[config.mk]
export PLATFORM = sky130hd
export DESIGN_NAME = i_cache_nway
export DESIGN_NICKNAME = d
export VERILOG_FILES = /design/src/rtl/lc3b_types.sv /design/src/rtl/i_cache_nway_plru.sv /design/src/rtl/i_cache_nway.sv
export SDC_FILE = /design/constraint.sdc
export NUM_CORES = 2
export LEC_CHECK = 0
export CAP_MARGIN = 5
export CORE_UTILIZATION = 30
export CTS_BUF_LIST = sky130_fd_sc_hd__clkbuf_4 sky130_fd_sc_hd__clkbuf_8 sky130_fd_sc_hd__clkbuf_16
export DETAILED_ROUTE_END_ITERATION = 8
export PLACE_DENSITY = 0.45
export RECOVER_POWER = 25
export SKIP_CTS_REPAIR_TIMING = 1
export SLEW_MARGIN = 20
export SYNTH_ARGS = -nofsm -noshare
export SYNTH_HDL_FRONTEND = slang
export SYNTH_SLANG_ARGS = --single-unit
[constraint.sdc]
create_clock -name clk -period 35.6 [get_ports clk]
set_input_delay 7.12 -clock clk [delete_from_list [all_inputs] [get_ports clk]]
set_output_delay 7.12 -clock clk [all_outputs]
set_load 0.01 [all_outputs]
[src/rtl/lc3b_types.sv]
// Shared LC-3b memory-system types and line geometry constants.
package lc3b_types;

    typedef logic [15:0]  lc3b_word;
    typedef logic [127:0] lc3b_mem_data;

    localparam int LC3B_LINE_OFFSET_BITS = 4;
    localparam int LC3B_WORDS_PER_LINE   = 8;

    // Pick one 16-bit word out of a 128-bit line; word 0 lives in bits [15:0].
    function automatic lc3b_word line_word(input lc3b_mem_data line, input logic [2:0] sel);
        return line[{sel, 4'h0} +: 16];
    endfunction

endpackage

[src/rtl/i_cache_nway_plru.sv]
// Tree pseudo-LRU for one set: victim selection and tree update on access.
// Node n has children 2n+1 (left, lower ways) and 2n+2 (right); a node bit of
// 0 sends the victim search left, 1 sends it right.
module i_cache_plru #(
    parameter  int WAYS   = 2,
    localparam int WAY_W  = $clog2(WAYS),
    localparam int TREE_W = WAYS - 1
) (
    input  logic [TREE_W-1:0] tree_i,
    input  logic [WAYS-1:0]   valid_i,
    input  logic [WAY_W-1:0]  way_i,
    input  logic              update_i,
    output logic [WAY_W-1:0]  victim_o,
    output logic [TREE_W-1:0] tree_o
);

    logic vic_found;
    logic vic_dir;
    int   vic_node;
    logic upd_bit;
    int   upd_node;

    // Victim: lowest-numbered invalid way, otherwise follow the tree from the root.
    always_comb begin
        victim_o  = '0;
        vic_found = 1'b0;
        vic_dir   = 1'b0;
        vic_node  = 0;
        for (int w = 0; w < WAYS; w++) begin
            if (!vic_found && !(1'(valid_i >> w))) begin
                victim_o  = WAY_W'(w);
                vic_found = 1'b1;
            end
        end
        if (!vic_found) begin
            for (int l = 0; l < WAY_W; l++) begin
                vic_dir  = 1'(tree_i >> vic_node);
                victim_o = (victim_o << 1) | WAY_W'(vic_dir);
                vic_node = 2 * vic_node + 1 + int'(vic_dir);
            end
        end
    end

    // Update: every node on the accessed way's path is turned to point away from it.
    always_comb begin
        tree_o   = tree_i;
        upd_bit  = 1'b0;
        upd_node = 0;
        if (update_i) begin
            for (int l = 0; l < WAY_W; l++) begin
                upd_bit  = 1'(way_i >> (WAY_W - 1 - l));
                tree_o   = (tree_o & ~(TREE_W'(1) << upd_node)) | (TREE_W'(!upd_bit) << upd_node);
                upd_node = 2 * upd_node + 1 + int'(upd_bit);
            end
        end
    end

endmodule

[src/rtl/i_cache_nway.sv]
// N-way set-associative read-only instruction cache for the LC-3b fetch path.
// Hits answer combinationally; misses fetch a 128-bit line over pmem_* and the
// request then hits on the cycle after the fill. flush invalidates every line.
module i_cache_nway
    import lc3b_types::*;
#(
    parameter int WAYS = 2,
    parameter int SETS = 8
) (
    input  logic         clk,
    input  logic         reset,
    input  logic         mem_read,
    input  lc3b_word     mem_address,
    input  logic         flush,
    output logic         mem_resp,
    output lc3b_word     mem_rdata,
    output logic         pmem_read,
    output lc3b_word     pmem_address,
    input  logic         pmem_resp,
    input  lc3b_mem_data pmem_rdata
);

    localparam int OFF_W  = LC3B_LINE_OFFSET_BITS;
    localparam int SEL_W  = $clog2(LC3B_WORDS_PER_LINE);
    localparam int LINE_W = 16 - OFF_W;
    localparam int IDX_W  = $clog2(SETS);
    localparam int TAG_W  = LINE_W - IDX_W;
    localparam int WAY_W  = $clog2(WAYS);
    localparam int TREE_W = WAYS - 1;

    localparam logic [0:0] S_IDLE  = 1'b0;
    localparam logic [0:0] S_FETCH = 1'b1;

    logic [0:0]        state_q, state_d;
    logic [LINE_W-1:0] line_q, line_d;

    logic [WAYS-1:0]   valid_q [SETS];
    logic [TAG_W-1:0]  tag_q   [SETS][WAYS];
    lc3b_mem_data      data_q  [SETS][WAYS];
    logic [TREE_W-1:0] plru_q  [SETS];

    logic [LINE_W-1:0] lk_line;
    logic [IDX_W-1:0]  lk_idx;
    logic [TAG_W-1:0]  lk_tag;
    logic [WAYS-1:0]   way_hit;
    logic              any_hit;
    logic [WAY_W-1:0]  hit_way;
    logic [WAY_W-1:0]  victim;
    logic [WAY_W-1:0]  acc_way;
    logic [TREE_W-1:0] tree_next;
    logic              idle_hit;
    logic              fill;
    logic              plru_upd;
    logic              unused_addr_bit;

    // While fetching, the latched miss line addresses the arrays so the fill
    // lands in the right set even if the fetch address wanders.
    assign lk_line = (state_q == S_FETCH) ? line_q : mem_address[15:OFF_W];
    assign lk_idx  = lk_line[IDX_W-1:0];
    assign lk_tag  = lk_line[LINE_W-1:IDX_W];

    for (genvar w = 0; w < WAYS; w++) begin : g_cmp
        assign way_hit[w] = valid_q[lk_idx][w] && (tag_q[lk_idx][w] == lk_tag);
    end

    assign any_hit = |way_hit;

    // Encode the matching way (at most one way can match a given tag).
    always_comb begin
        hit_way = '0;
        for (int w = WAYS - 1; w >= 0; w--) begin
            if (1'(way_hit >> w)) hit_way = WAY_W'(w);
        end
    end

    assign idle_hit = (state_q == S_IDLE) && mem_read && any_hit;
    assign fill     = (state_q == S_FETCH) && pmem_resp;
    assign acc_way  = idle_hit ? hit_way : victim;
    assign plru_upd = idle_hit || fill;

    i_cache_plru #(
        .WAYS(WAYS)
    ) u_plru (
        .tree_i   (plru_q[lk_idx]),
        .valid_i  (valid_q[lk_idx]),
        .way_i    (acc_way),
        .update_i (plru_upd),
        .victim_o (victim),
        .tree_o   (tree_next)
    );

    assign mem_resp        = idle_hit;
    assign mem_rdata       = line_word(data_q[lk_idx][hit_way], mem_address[SEL_W:1]);
    assign pmem_read       = (state_q == S_FETCH);
    assign pmem_address    = {line_q, {OFF_W{1'b0}}};
    assign unused_addr_bit = mem_address[0];

    // Next state: a read miss in IDLE starts a line fetch; pmem_resp ends it.
    always_comb begin
        state_d = state_q;
        line_d  = line_q;
        case (state_q)
            S_IDLE: begin
                if (mem_read && !any_hit) begin
                    state_d = S_FETCH;
                    line_d  = mem_address[15:OFF_W];
                end
            end
            S_FETCH: begin
                if (pmem_resp) state_d = S_IDLE;
            end
            default: state_d = S_IDLE;
        endcase
    end

    // FSM state register.
    always_ff @(posedge clk) begin
        if (reset) state_q <= S_IDLE;
        else       state_q <= state_d;
    end

    // Miss line address, captured when the fetch starts.
    always_ff @(posedge clk) begin
        line_q <= line_d;
    end

    // Valid bits: flush beats a coincident fill, so a flushed fill stays invalid.
    always_ff @(posedge clk) begin
        if (reset || flush) valid_q <= '{default: '0};
        else if (fill)      valid_q[lk_idx] <= valid_q[lk_idx] | (WAYS'(1) << victim);
    end

    // PLRU trees advance on every hit and every fill; flush leaves them alone.
    always_ff @(posedge clk) begin
        if (reset)         plru_q <= '{default: '0};
        else if (plru_upd) plru_q[lk_idx] <= tree_next;
    end

    // Tag and line storage, written into the victim way on a fill.
    always_ff @(posedge clk) begin
        if (fill) begin
            tag_q[lk_idx][victim]  <= lk_tag;
            data_q[lk_idx][victim] <= pmem_rdata;
        end
    end

endmodule

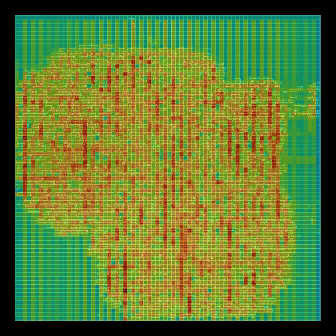
Fig. 1. Track usage over the die.
Total Routing Usage GR: 18.38%
average wire per cell in the routed design: 29.95 um
GR peak layer: met2

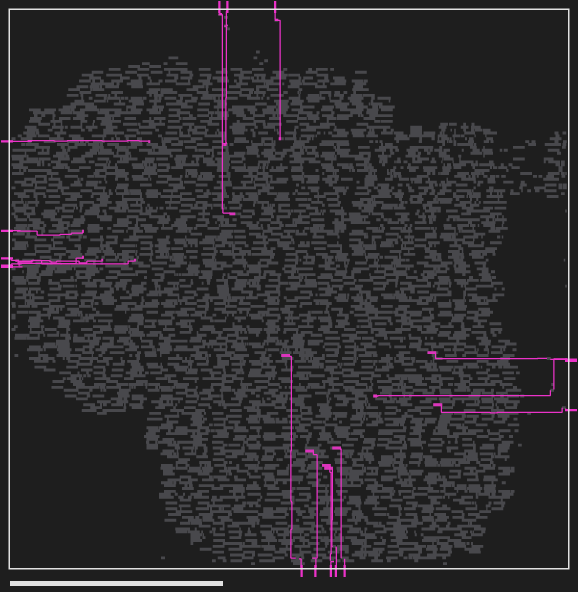
Fig. 2. Port wiring.
Bar = 200 um.
legend:
  magenta:
    port: `mem_rdata`
    bits: 16
    direction: output
    edge: 5 west, 5 south, 3 east, 3 north
    end_cells: 16
    buffers: 16
    wire: 2090 um

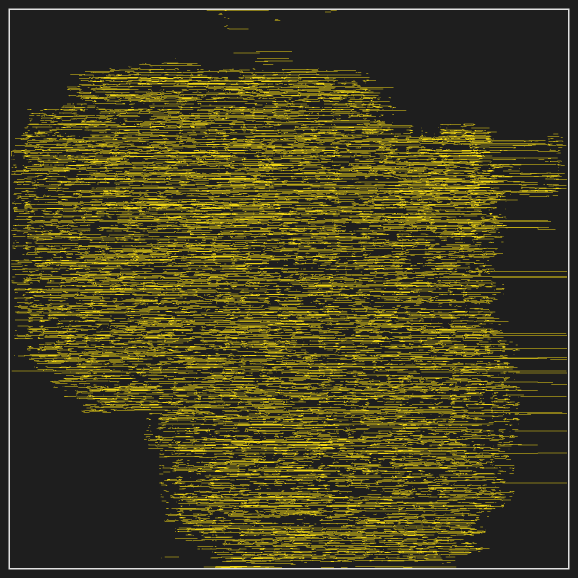
Fig. 3. The metal 1 layer.
main direction: horizontal
wire length on this layer: 115 mm
nets with wire on the layer: 4846

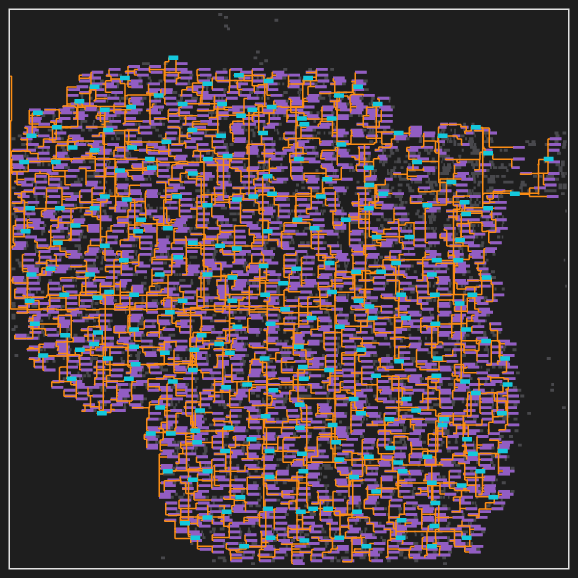
Fig. 4. Clock network drawn from the DEF.
legend:
  purple:
    item: flip-flops
    count: 2229
  orange:
    item: clock wires
    length: 27.0 mm
  cyan:
    item: clock drivers
    count: 236
flops lie: all over the die

==> results_slide.txt <==
Synthesis and Place & Route Summary

Status
  – Status: complete, no violations

Timing
  – RSZ-0062 raised after global routing: no
  – Clock skew: 76.63 ps
  – Rel. slew slack: 23.40%
  – Hold Fails Final Rpt: 0
  – Fmax: 45.66 MHz
  – Hold slack: 475.3 ps
  – Final slew viol count: 0
  – TNS Setup: 0 ps
  – Setup Viol. Count Final: 0
  – Final period util: 61.51%
  – Minimum clock period: 21900 ps
  – Slew @ Worst Pin: 1137 ps

Setup path
  – CP startpoint: mem_address[4]
  – Reg-to-reg startpoint: pmem_read
  – Max incr delay on CP: 810 ps
  – Crit path depth: 16
  – Critical Path RT: 28480 ps
  – Critical path's most frequent cell: buf_4
  – Crit path to: mem_rdata[0]
  – Crit path max fanout: 82
  – CP Cell Sequence: dlygate4sd3_1, mux2_8, buf_4, buf_4, mux2i_1, a32oi_1, nand3_1, a221oi_1, nand4_1, a211oi_4, buf_4, buf_4, mux2i_1, o22ai_1, nor2_1, clkdlybuf4s50_1
  – CP bufs+invs: 6
  – CP Launch Type: input pin
  – RR Endpoint: data_q[1][196]
  – Top delay family on crit path: buffers and inverters
  – WP data arrival: 14780 ps
  – Worst-case reg-to-reg path depth: 10
  – Worst setup path category: input pin to output port
  – Setup crit end kind: output port
  – R2R Setup Slk: 28340 ps
  – Slowest stage cell, crit path: dlygate4sd3_1

Logic synthesis
  – Synth Cell Area: 0.08208 mm2
  – Fraction of registers with async set/reset: 0%
  – Synthesis area per yosys: 0.08208 mm2
  – Synth Flop Type: edfxtp_1
  – Ys Warns: 0
  – Registers, synthesis: 2229
  – Post-synth seq share: 81.24%
  – Yosys cell types: 76
  – Area leader share: 80.63%
  – Syn Inst Count: 4720
  – # Cells Yosys: 4720
  – Post-synth EDFFs: 2204
  – Yosys top cell by area: edfxtp_1
  – Cell area leaders: edfxtp_1 81%, a22oi_1 3.9%, a222oi_1 3.0%, nand2_1 1.7%, o21ai_0 1.5%
  – Syn avg cell area: 17.39 um2

Drt
  – TritonRoute pass-1 iters: 7
  – Total Wirelength: 260400 um
  – Drt first-iter violations: 4968
  – DRC violations left: 0
  – Vias: 47340
  – ANT nets after route: 0
  – DR vias/cell: 5.445

GRT
  – First-pass GRT wire length: 365600 um
  – Largest net degree at the start of global routing: 107
  – GRT overflow: 0
  – Vias in the first global route: 47259
  – Initial antenna violation count: 70

Clock tree
  – Htree depth: 4
  – CTS tree: built
  – CTS root buf: clkbuf_16
  – Num CTS Buffers: 236
  – TritonCTS Sinks: 2229
  – Clock Pin Slew Worst Setup and Hold Paths: 60 ps
  – CTS Buffer Depth: 4
  – Latency at later pin: 910 ps

Flow run
  – Number of max-cap violations: 0
  – Count of tool warnings: 43

Placement
  – IO buf count: 177
  – HPWL after DPL: 127500 um
  – Final Wtd Congestion: 0.7211
  – Placed cell areas: 0.08828 mm2

Cells and area
  – Final net count: 5072
  – Synth-to-layout area growth: 16.57%
  – Layout cells sized above 1: 10.62%
  – Core Util, Final: 35.25%
  – Final Instance Area: 0.09569 mm2

Die
  – Fp util: 30.24%
  – Core Area: 0.2715 mm2
  – Die y size: 525.1 um
  – FP Rows: 191
  – Die X: 525.1 um
  – Total die size: 0.2757 mm2
  – Top Ports: 183

Power
  – P_leak: 29.02 nW
  – Pwr per Cell Area: 58.69 mW/mm2
  – VDD IR max: 0.00004253 V

Hold path
  – Hold Path Stages: 2
  – Min-delay worst type: register to register
  – HP Start: valid_q[2]
  – Hold EP: valid_q[2]
cell families (layout without fill, tap and decap cells):
logic type	count (synthesis)	after routing	share of synthesized area, %
AND-OR/OR-AND	1397	1397	12.37
XOR/XNOR	10	10	0.1067
buffers and inverters	342	722	1.700
flip-flops	2229	2229	81.24
multiplexers	62	62	0.9008
other	1	25	0.004569
AND/OR/NAND/NOR	679	679	3.677
sequential cells by signal (all words and copies together) (netlist names):
name	count
data_q	2048
line_q	12
plru_q	8
pmem_read	1
tag_q	144
valid_q	16
Yosys cell counts (all sizes together), types with 5 or more instances:
master	instances
o211ai	22
clkbuf	210
a22oi	422
and3	10
nor2	68
xnor2	10
a221oi	70
o22ai	63
a211oi	29
o22a	7
dfxtp	25
a221o	11
o221ai	27
mux4	9
mux2	5
buf	122
nand2	377
a21oi	188
nand3	156
edfxtp	2204
nor3	12
nand4	16
a222oi	247
a31oi	5
a32oi	13
mux2i	48
o21ai	255
o2111ai	7
a22o	12
inv	9
metrics by stage:
stage          setup slack, ps  cells  power, W
6_report                 13700   8694  0.005615
5_1_grt                  13510   8684  0.005789
4_1_cts                  13720   8673  0.005672
3_5_place_dp             13730   8255  0.003316
3_3_place_gp             13760   8255  0.003313
2_1_floorplan            16700   4723  0.003135
routing by layer:
layer / GRT usage (%) / share of wire [%] / up-vias
li1: - / - / 20091
met1: 25.45 / 44 / 25291
met2: 30.02 / 48 / 1516
met3: 2.972 / 5.9 / 408
met4: 4.511 / 2.1 / 34
met5: 0 / 0.085 / -
where the power goes:
group	switching, W	internal, W	total [W]
Clock	0.00100	0.00136	0.00236
Combinational	0.000251	0.0000990	0.000349
Sequential	0.00000493	0.00290	0.00291
placed cells by master (no fill, tap or decap), types with 8 or more instances in the layout:
| cell type | instances |
|---|---|
| nand4_1 | 16 |
| a22oi_1 | 422 |
| o211ai_1 | 22 |
| nor2_4 | 10 |
| buf_12 | 15 |
| diode_2 | 21 |
| clkbuf_4 | 54 |
| o221ai_1 | 27 |
| a22o_1 | 12 |
| xnor2_1 | 10 |
| bufinv_16 | 14 |
| clkdlybuf4s50_1 | 85 |
| mux2i_1 | 47 |
| a221o_1 | 11 |
| clkinv_1 | 57 |
| nor3_2 | 11 |
| dfxtp_1 | 24 |
| dlygate4sd3_1 | 90 |
| inv_1 | 8 |
| edfxtp_1 | 2204 |
| a32oi_1 | 13 |
| nor2_1 | 57 |
| o22ai_1 | 61 |
| and3_1 | 10 |
| clkinv_2 | 41 |
| a21oi_1 | 188 |
| a221oi_1 | 69 |
| a211oi_1 | 28 |
| buf_4 | 103 |
| mux4_2 | 9 |
| nand2_1 | 371 |
| clkbuf_16 | 237 |
| a222oi_1 | 247 |
| o21ai_0 | 253 |
| nand3_1 | 156 |
final cells by class:
| cell class | instances | area, um2 |
|---|---|---|
| tap | 3570 | 4467 |
| inverter | 10 | 37.54 |
| fill | 25653 | 175800 |
| multi-input combinational | 2152 | 14250 |
| timing repair buffer | 294 | 2840 |
| antenna | 21 | 52.55 |
| clock inverter | 125 | 988.4 |
| sequential | 2229 | 66690 |
| clock buffer | 293 | 6364 |
No activity file was given, so power comes from the tool's default toggle rates.
